Design mips_muldiv_unit, sky130hd; sources not shown.
**Gate-type map**

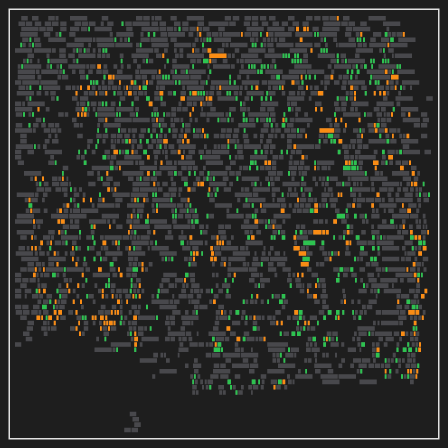
[NAND gates] green | cells: 470 | where: all over the die
[NOR gates] orange | cells: 309
count of non-filler cells in the finished layout: 3093
leading cell type in the layout, fill and taps excluded: sky130_fd_sc_hd__nand2_1
Comb area share: 58.70%

**Cell classes on the final placement**

The bar under the picture is 50 µm long.
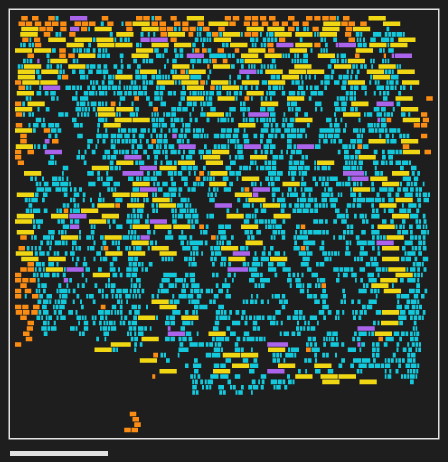
[flops] yellow | cells: 203 | share of their area: 25%
[other buffers and delay cells] orange | cells: 170 | share of their area: 7.9%
[clock drivers and dummy loads] purple | cells: 46 | share of their area: 4.6%
[combinational and other logic] cyan | cells: 2074 | share of their area: 62%
Core Rows: 78
post-route cell area: 0.02097 mm²
post-layout utilization of the core: 46.30%
placeable core area: 0.04528 mm²

**Routing congestion**

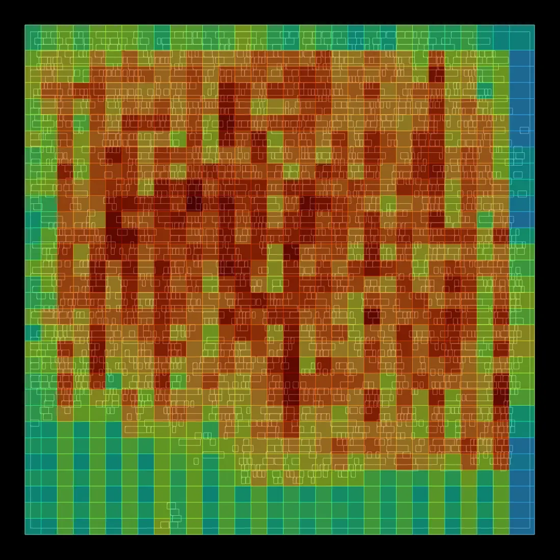
GR Layer Usage met2: 52.91%
routing usage on met3: 5.927%
all-layer global routing usage: 33.12%
busiest layer in global routing: met2

==> flow_metrics.rpt <==
FLOW METRICS REPORT
----------------------------------------------------
[Run status]
  Result of the run ........................ complete, but fails checks
  Failing checks ........................ max-capacitance violations, max-slew violations

[Synth]
  Flop and latch count out of synthesis ........................ around 200
  Biggest area consumer among synthesized cells ........................ sky130_fd_sc_hd__dfrtp_1
  List of most frequent post-synthesis cells ........................ 375 x sky130_fd_sc_hd__nand2_1, 228 x sky130_fd_sc_hd__o21ai_0, 203 x sky130_fd_sc_hd__dfrtp_1
  Area of the mapped netlist ........................ ~0.018 mm²
  Number of distinct standard cells referenced by the synthesized netlist ........................ approximately 96
  Leading cell type by number of instances after synthesis ........................ sky130_fd_sc_hd__nand2_1
  Most area-consuming cells after synthesis ........................ sky130_fd_sc_hd__dfrtp_1 28%, sky130_fd_sc_hd__nand2_1 7.7%, sky130_fd_sc_hd__o21ai_0 6.2%, sky130_fd_sc_hd__a21oi_1 5.3%, sky130_fd_sc_hd__ha_1 4.8%
  Nets at Floorplan ........................ approximately 2600
  Yosys warns ........................ 0
  Combinational family with the most area after synthesis ........................ AND-OR/OR-AND gates
  Area share of the largest cell type after synthesis ........................ 27.79%
  Most common reg cell ........................ sky130_fd_sc_hd__dfrtp_1
  Cell count listed in synth_stat.txt ........................ 2441
  Synthesized-area fraction occupied by and/or/nand/nor cells ........................ approximately 23%
  Synthesized-area fraction occupied by xor and xnor cells ........................ 8.770%
  Yosys adder share ........................ between 5 and 6%

[Critical path]
  Category of the most critical setup path ........................ input port to async pin
  Maximum net fanout on the critical path ........................ between 100 and 150
  Reg2reg path depth ........................ 25
  Sort of element at the start of the critical path ........................ input port
  Setup slack on the worst flop-to-flop path ........................ approximately 9.7 ns
  Type of element capturing the critical path ........................ async pin
  Worst endpoint data arrival time ........................ about 6.6 ns
  Worst path top cell family by delay ........................ buffers and inverters

[Cells and area]
  Invs w/o clock ........................ about 74
  Flop count ........................ approximately 200
  Final-layout clock buffer total ........................ 34
  Sequential portion of the cell area ........................ 24.27%
  Number of nets in the final layout ........................ ~2600
  Fillcell total ........................ between 4000 and 5000
  Clock distribution area overhead in the final layout ........................ under 10%
  Combinational Area ........................ approximately 0.012 mm²
  Final-layout non-clock buffer area share ........................ 7.651%
  Number of flip-flops under the largest register name ........................ roughly 64
  Proportion of layout cells with a drive suffix above 1 ........................ 5.375%
  MI comb cells ........................ roughly 2000
  Layout buffer count excluding clock buffers ........................ 170
  FF+latch area ........................ slightly above 0.005 mm²

[Final timing]
  Unrepaired setup endpoints after global routing ........................ false
  Period Utilization, post-route ........................ between 40% and 50%
  Final Hold Viols ........................ 0
  Transition time of the tightest slew-check pin ........................ roughly 6.3 ns
  Slew Limit Fails ........................ ~280
  Post-route minimum period ........................ 7.949 ns

[Clocking]
  Clock tree root buffer cell ........................ sky130_fd_sc_hd__clkbuf_16
  Cts-stage hold buffer count ........................ 0
  Setup Fix Bufs, Post-CTS ........................ 0
  Cell resize tally after clock tree synthesis ........................ 0
  Total clock buffers created by CTS ........................ 26
  Worst-case clock buffer depth ........................ 3
  Clock Sink Count ........................ 203
  TritonCTS clock tree ........................ built

[Placed design]
  Number of placed cells counting well taps ........................ 3047
  HPWL after detailed placement ........................ ~60 mm
  Final weighted congestion in routability-driven placement ........................ between 0.9 and 1

[Power]
  Power per Cell Area ........................ between 200 and 250 mW/mm²
  Leak pwr ........................ 8.607 nW
  Maximum vdd drop ........................ 114.2 µV

[Die]
  I/O pin count ........................ 137
  Fp util ........................ 40.36%
  Width of the chip ........................ about 220 µm
  Total Die Area ........................ 0.04742 mm²

[Global routing]
  Antenna violations before repair ........................ 0

[Drt]
  Wire length per cell after detailed routing ........................ 25.93 µm
  Wire length reported by the detailed router ........................ approximately 80 mm

[Worst hold path]
  Hold/Removal Path Class ........................ register to register

[Run]
  Max-cap check violation count ........................ 4

----------------------------------------------------
[stage by stage]
stage	instance area, µm²	setup WS [ns]	utilization (%)	power [mW]	hold slack [ns]
after floorplan	18280	7.988	-	3.265	0.2369
after global placement	20040	9.969	44.26	4.489	0.2523
after detailed placement	20040	9.860	44.26	4.514	0.2570
after CTS	20980	9.838	46.33	5.185	0.2714
after global routing	20970	7.080	46.30	5.536	0.3007
final	20970	8.201	46.30	5.240	0.2707
[power breakdown]
| group | switching [mW] | leakage [nW] | internal, mW |
|---|---|---|---|
| Sequential | 0.241 | 2.49 | 0.746 |
| Combinational | 2.35 | 5.66 | 1.24 |
| Clock | 0.256 | 0.452 | 0.402 |
[per-layer routing]
| metal | wire, µm | global-route usage (%) | vias to the layer above |
|---|---|---|---|
| met4 | 4821 | 17.14 | 0 |
| li1 | - | - | 8855 |
| met5 | 0 | 0 | - |
| met3 | 6540 | 5.927 | 215 |
| met1 | 32600 | 42.83 | 9341 |
| met2 | 36230 | 52.91 | 929 |
[cell usage in the layout, fill, tap and decap left out, drive strengths merged, types with 22 or more instances in the layout]
| master | count |
|---|---|
| dlygate4sd3 | 68 |
| nand2 | 377 |
| xnor2 | 98 |
| and3 | 26 |
| mux2i | 47 |
| inv | 71 |
| o21ai | 246 |
| nor3 | 66 |
| o22ai | 44 |
| and2 | 45 |
| buf | 33 |
| dfrtp | 203 |
| clkbuf | 36 |
| nor4 | 22 |
| o31ai | 29 |
| o211ai | 43 |
| nand4 | 29 |
| nor2 | 196 |
| nand3 | 40 |
| a211oi | 28 |
| a31oi | 36 |
| clkdlybuf4s50 | 67 |
| xor2 | 85 |
| a21oi | 195 |
| ha | 70 |
Power figures rest on the tool's default switching activity, not on a simulated workload.
